===== src/rtl/fifo_rptr_empty.sv =====
// Read-side pointer/empty controller of the async FIFO: synchronises the Gray
// write pointer, advances the read pointer and registers the read-side status.
package pkg_graybin;
  function automatic logic [31:0] b2g(input logic [31:0] b);
    return b ^ (b >> 1);
  endfunction

  function automatic logic [31:0] g2b(input logic [31:0] g);
    logic [31:0] b;
    b[31] = g[31];
    for (int i = 30; i >= 0; i--) begin
      b[i] = b[i+1] ^ g[i];
    end
    return b;
  endfunction
endpackage

module fifo_rptr_empty #(
  parameter int DEPTH         = 8,
  parameter int ADDRSIZE      = $clog2(DEPTH),
  parameter int SYNC_STAGES   = 2,
  parameter int AEMPTY_THRESH = 1
) (
  input logic              rclk,
  input logic              rrst_n,
  fifo_rptr_empty_if.slave rif
);
  import pkg_graybin::*;

  localparam int            PW     = ADDRSIZE + 1;
  localparam logic [PW-1:0] THRESH = PW'(AEMPTY_THRESH);

  logic [PW-1:0] sync_d [SYNC_STAGES];
  logic [PW-1:0] sync_q [SYNC_STAGES];
  logic [PW-1:0] wq;

  logic [PW-1:0] rbin_d, rbin_q;
  logic [PW-1:0] rgray_d, rgray_q;
  logic [PW-1:0] rlevel_d, rlevel_q;
  logic          rempty_d, rempty_q;
  logic          raempty_d, raempty_q;
  logic          uflow_d, uflow_q;
  logic          pop;

  // Plain flop chain: nothing combinational between stages.
  always_comb begin
    sync_d[0] = rif.wptr_gray;
    for (int i = 1; i < SYNC_STAGES; i++) begin
      sync_d[i] = sync_q[i-1];
    end
  end

  assign wq = sync_q[SYNC_STAGES-1];

  always_comb begin
    pop       = rif.rinc & ~rempty_q;
    rbin_d    = rbin_q + PW'(pop);
    rgray_d   = PW'(b2g(32'(rbin_d)));
    // Full-width compare: the MSB separates "empty" from "one full lap ahead".
    rempty_d  = (rgray_d == wq);
    rlevel_d  = PW'(g2b(32'(wq))) - rbin_d;
    raempty_d = (rlevel_d <= THRESH);
    // Set has priority over clear when both happen in one cycle.
    uflow_d   = (rif.rinc & rempty_q) | (uflow_q & ~rif.rclr_uflow);
  end

  always_ff @(posedge rclk or negedge rrst_n) begin
    if (!rrst_n) begin
      for (int i = 0; i < SYNC_STAGES; i++) begin
        sync_q[i] <= '0;
      end
      rbin_q    <= '0;
      rgray_q   <= '0;
      rlevel_q  <= '0;
      rempty_q  <= 1'b1;
      raempty_q <= 1'b1;
      uflow_q   <= 1'b0;
    end else begin
      for (int i = 0; i < SYNC_STAGES; i++) begin
        sync_q[i] <= sync_d[i];
      end
      rbin_q    <= rbin_d;
      rgray_q   <= rgray_d;
      rlevel_q  <= rlevel_d;
      rempty_q  <= rempty_d;
      raempty_q <= raempty_d;
      uflow_q   <= uflow_d;
    end
  end

  assign rif.raddr      = rbin_q[ADDRSIZE-1:0];
  assign rif.rptr_gray  = rgray_q;
  assign rif.rempty     = rempty_q;
  assign rif.raempty    = raempty_q;
  assign rif.rlevel     = rlevel_q;
  assign rif.runderflow = uflow_q;
endmodule


===== src/rtl/fifo_rptr_empty_if.sv =====
// Read-side port bundle of the async FIFO: pop request, status outputs and the
// Gray pointers exchanged with the write domain.
interface fifo_rptr_empty_if #(
  parameter int ADDRSIZE = 3
);
  // rinc is a request, not a handshake: a pop happens on the rclk edge where
  // rinc=1 and rempty=0. rinc while rempty=1 is dropped and flagged as underflow.
  logic                rinc;
  logic                rclr_uflow;
  logic [ADDRSIZE:0]   wptr_gray;
  logic [ADDRSIZE-1:0] raddr;
  logic [ADDRSIZE:0]   rptr_gray;
  logic                rempty;
  logic                raempty;
  logic [ADDRSIZE:0]   rlevel;
  logic                runderflow;

  modport slave (
    input  rinc, rclr_uflow, wptr_gray,
    output raddr, rptr_gray, rempty, raempty, rlevel, runderflow
  );

  modport master (
    output rinc, rclr_uflow, wptr_gray,
    input  raddr, rptr_gray, rempty, raempty, rlevel, runderflow
  );
endinterface


===== src/flat_wrapper.sv =====
// flat-port wrapper written by rule: the top's interface ports become plain ports
module fifo_rptr_empty_flat import pkg_graybin::*;
#(
  parameter int DEPTH         = 8,
  parameter int ADDRSIZE      = $clog2(DEPTH),
  parameter int SYNC_STAGES   = 2,
  parameter int AEMPTY_THRESH = 1
)
  (rclk, rrst_n, rif_rinc, rif_rclr_uflow, rif_wptr_gray, rif_raddr, rif_rptr_gray, rif_rempty, rif_raempty, rif_rlevel, rif_runderflow);
  fifo_rptr_empty_if #(.ADDRSIZE(ADDRSIZE)) rif_i ();
  input logic rclk;
  input logic rrst_n;
  input wire logic [$bits(rif_i.rinc)-1:0] rif_rinc;
  input wire logic [$bits(rif_i.rclr_uflow)-1:0] rif_rclr_uflow;
  input wire logic [$bits(rif_i.wptr_gray)-1:0] rif_wptr_gray;
  output wire logic [$bits(rif_i.raddr)-1:0] rif_raddr;
  output wire logic [$bits(rif_i.rptr_gray)-1:0] rif_rptr_gray;
  output wire logic [$bits(rif_i.rempty)-1:0] rif_rempty;
  output wire logic [$bits(rif_i.raempty)-1:0] rif_raempty;
  output wire logic [$bits(rif_i.rlevel)-1:0] rif_rlevel;
  output wire logic [$bits(rif_i.runderflow)-1:0] rif_runderflow;
  assign rif_i.rinc = rif_rinc;
  assign rif_i.rclr_uflow = rif_rclr_uflow;
  assign rif_i.wptr_gray = rif_wptr_gray;
  assign rif_raddr = rif_i.raddr;
  assign rif_rptr_gray = rif_i.rptr_gray;
  assign rif_rempty = rif_i.rempty;
  assign rif_raempty = rif_i.raempty;
  assign rif_rlevel = rif_i.rlevel;
  assign rif_runderflow = rif_i.runderflow;
  fifo_rptr_empty #(.DEPTH(DEPTH), .ADDRSIZE(ADDRSIZE), .SYNC_STAGES(SYNC_STAGES), .AEMPTY_THRESH(AEMPTY_THRESH)) u_core (.rclk(rclk), .rrst_n(rrst_n), .rif(rif_i));
endmodule

===== config.mk =====
export PLATFORM = sky130hd
export DESIGN_NAME = fifo_rptr_empty_flat
export DESIGN_NICKNAME = d
export VERILOG_FILES = /design/src/rtl/fifo_rptr_empty.sv /design/src/rtl/fifo_rptr_empty_if.sv /design/src/flat_wrapper.sv
export SDC_FILE = /design/constraint.sdc
export NUM_CORES = 1
export LEC_CHECK = 0
export CORE_ASPECT_RATIO = 0.9
export CORE_MARGIN = 5
export CORE_UTILIZATION = 50
export DETAILED_ROUTE_END_ITERATION = 12
export GPL_ROUTABILITY_DRIVEN = 1
export MAX_ROUTING_LAYER = met4
export PLACE_DENSITY = 0.85
export REMOVE_ABC_BUFFERS = 1
export SYNTH_ARGS = -nofsm -noshare
export SYNTH_HDL_FRONTEND = slang
export SYNTH_SLANG_ARGS = --single-unit

===== constraint.sdc =====
create_clock -name rclk -period 3.4 [get_ports rclk]
set_input_delay 0.68 -clock rclk [delete_from_list [all_inputs] [get_ports rclk]]
set_output_delay 0.68 -clock rclk [all_outputs]
set_load 0.03 [all_outputs]

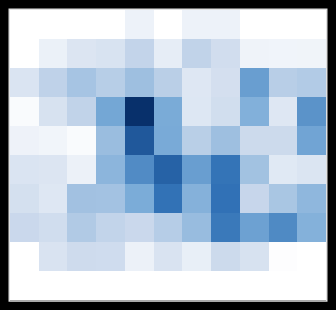
Figure 1: routed metal per tile.
11 x 10 tiles, from white (low) to dark blue (high), scaled to the fullest tile. Values are wire area over tile area, all layers added.
21% of the tiles are nearly empty. The fullest tile reaches 0.33. The densest ninth of the die: centre. 14% of the tiles are over half the peak. The mean over all tiles is 0.082.
detailed-route via count: 531
Tot GR Track Use: 0.128
wirelength, routed: 1410 µm

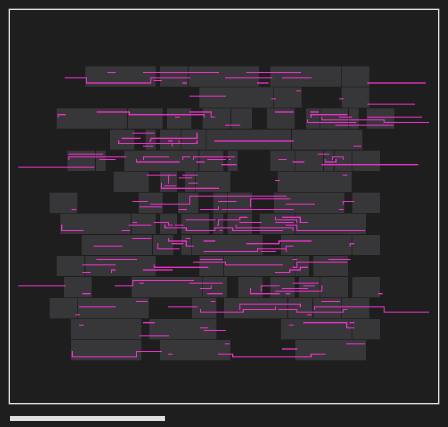
Figure 2: metal 1.
Bar = 20 µm. Cells faint in the background.
87 nets have wire on it. The wires run mostly horizontal.
GR Util met1: 0.137

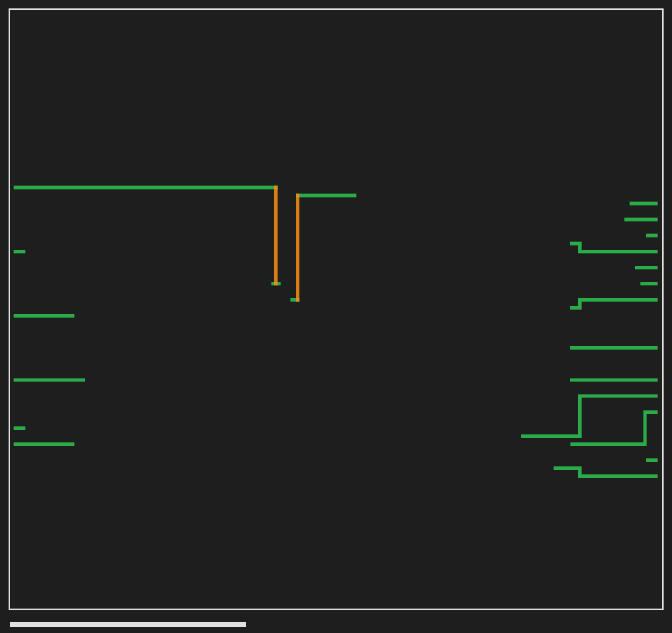
Figure 3: metal layers overlaid.
Bar = 20 µm. Only two layers are drawn.
Green shows metal 3, wire length 116 µm. Orange shows metal 4, wire length 17.0 µm.
Avg WL per Cell: 12.6 µm

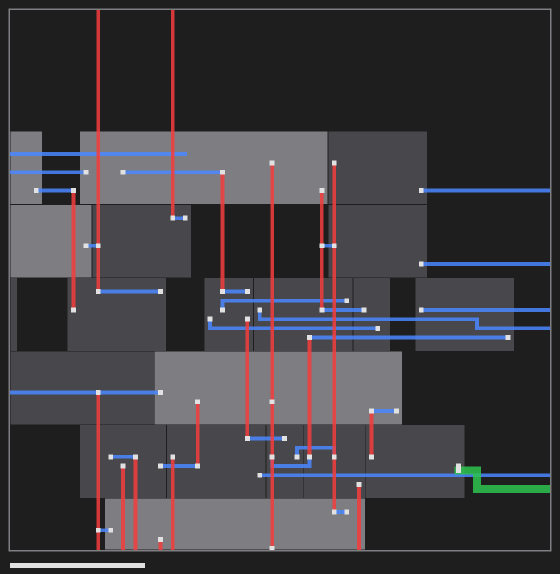
Figure 4: close-up of the layout.
Bar = 5 µm. Region (31, 28) to (51, 48) µm. Cells in grey, sequential cells in the stronger grey; small squares are vias.
Green shows metal 3. Red shows metal 2. Blue shows metal 1.
Sequential cells in the window: 3. 16 logic cells have their middle in the window. Most frequent: clkdlybuf4s50_1 (8), dfrtp_1 (2).

==> impl_metrics.py <==
# Flow results
metrics = {
    "cells_and_area": {
        "nets": 102,
        "mostFrequentLayoutCells": "21 x clkdlybuf4s50_1, 20 x dfrtp_1, 8 x xnor2_1, 6 x inv_1, 6 x xor2_1",
        "sh_seq_area": 0.457,
        "clock_cell_area_share": 0.0434,
        "largest_class": "flip-flops and latches",
        "area_growth_pct": 31.3,
        "seq_area_um2": 553,
        "nClkBuffers": 3,
        "comb_area_um2": 343,
        "drive_above_1_share": 0.114,
        "flops": 22,
        "inv_count": 6,
        "comb-cell-share": 0.283,
        "design_area_mm2": 0.00121,
        "fillers": 138,
    },
    "critical_path": {
        "crit_path_top_delay_cell": "clkdlybuf4s50_1",
        "r2r_cells": 9,
        "critPathLaunchType": "primary input",
        "crit_path_frequent_cell": "ha_1",
        "rrSetupSlack_ps": 980,
        "critical_path.top_delay_family": "adder cells",
        "crit_required_ps": 3630,
        "cp_cell_sequence": "clkdlybuf4s50_1 > nor2b_1 > ha_1 > ha_1 > xnor2_1 > ha_1 > or3b_2 > o311ai_4 > xnor2_1 > nor3_2",
        "worst-path-buf-inv": 1,
    },
    "clocking": {
        "cts_max_path_buffers": 2,
        "htree_levels": 1,
        "cts.clk_slew.worst_paths_ps": 120,
        "numCtsBuffers": 3,
        "cts_root_buffer": "clkbuf_4",
        "cts_setup_buffers": 0,
        "clk_latency_ps": 300,
    },
    "run_status": {
        "status": "finished clean",
    },
    "routing": {
        "initialDrtViolationCount": 0,
        "vias_per_cell": 4.74,
        "route.layer.met1.wl_um": 622,
    },
    "synthesis": {
        "ys_seq_frac": 0.600,
        "avgSynthCellArea_um2": 14.4,
        "yosys_warnings": 0,
        "top_cells_by_area": "dfrtp_1 54%, xnor2_1 7.6%, ha_1 6.8%, dfstp_2 5.7%, xor2_1 5.7%",
        "yosysCellCount": 64,
        "edf_count": 0,
        "synth_top_area_share": 0.543,
        "ys_types": 22,
        "synth_top_cell_by_count": "dfrtp_1",
        "flop_cell": "dfrtp_1",
        "synth.cell_area_um2": 922,
    },
    "pwr": {
        "pwr-share-comb": 0.564,
        "p_switching_mw": 0.530,
        "p_leak_nw": 0.535,
        "finalPower_mw": 1.35,
    },
    "global_routing": {
        "grt_pass1_vias": 582,
        "grt_pass1_wl_um": 2650,
        "antenna_found_initial": 0,
    },
    "sta": {
        "holdWs_ps": 367,
        "finalClockPeriodUsage": 0.815,
        "fin_tns_setup_ps": 0,
        "rsz0062_at_grt": "false",
        "max_freq_mhz": 361,
    },
    "job": {
        "max-cap-violations": 0,
        "openroad.warnings": 25,
    },
    "floorplan": {
        "row_count": 14,
        "die_area_mm2": 0.00280,
        "initCoreUtil": 0.537,
        "die_width_um": 55.3,
        "die-height_um": 50.7,
        "core_area_mm2": 0.00172,
        "ios": 22,
    },
    "place": {
        "pre_cts_slack_ps": 302,
    },
    "hold_path": {
        "min_path_cells": 0,
        "hp-class": "reg2reg",
        "hold_end": "u_core.wq[0]",
    },
}
power groups by stage:
stage / combinational (mW) / sequential (mW) / clock [mW]
2_1_floorplan: 0.389 / 0.548 / 0
3_3_place_gp: 0.750 / 0.398 / 0
3_5_place_dp: 0.769 / 0.403 / 0
4_1_cts: 0.772 / 0.397 / 0.199
5_1_grt: 0.826 / 0.404 / 0.219
6_report: 0.762 / 0.395 / 0.194
metrics by stage:
stage,util,instances
global placement,0.675,108
detailed placement,0.675,108
floorplan,-,63
finish,0.706,112
CTS,0.706,112
global route,0.706,112
worst max path at each step:
stage             start                 end  slack (ps)  depth (start not counted)
3_3_place_gp   rif_rinc  u_core.rif.raempty         370                         10
5_1_grt        rif_rinc  u_core.rif.raempty         490                         10
3_5_place_dp   rif_rinc  u_core.rif.raempty         300                         10
2_1_floorplan  rif_rinc  u_core.rif.raempty         860                          9
4_1_cts        rif_rinc  u_core.rif.raempty         610                         10
6_report       rif_rinc  u_core.rif.raempty         630                         10
registers in the layout, indices dropped and copies added, names as in the netlist:
register / flops
u_core.rbin_q: 4
u_core.rif.rlevel: 4
u_core.sync_d: 4
u_core.wq: 4
u_core.rif.rptr_gray: 3
u_core.rif.raempty: 1
u_core.rif.rempty: 1
u_core.rif.runderflow: 1
kinds of logic after synthesis:
family / Yosys count / synth area share
simple gates: 9 / 0.0597
xor+xnor: 16 / 0.183
mux: 1 / 0.0109
buf+inv: 7 / 0.0285
flops: 22 / 0.600
fa+ha+maj: 5 / 0.0678
compound gates: 4 / 0.0502
worst register-to-register path, delay by kind of cell (launching register included):
| family | cells | cell delay [ps] |
|---|---|---|
| fa+ha+maj | 3 | 640 |
| simple gates | 3 | 580 |
| flops | 1 | 560 |
| xor+xnor | 2 | 490 |
| compound gates | 1 | 100 |
Power figures rest on the tool's default switching activity, not on a simulated workload.
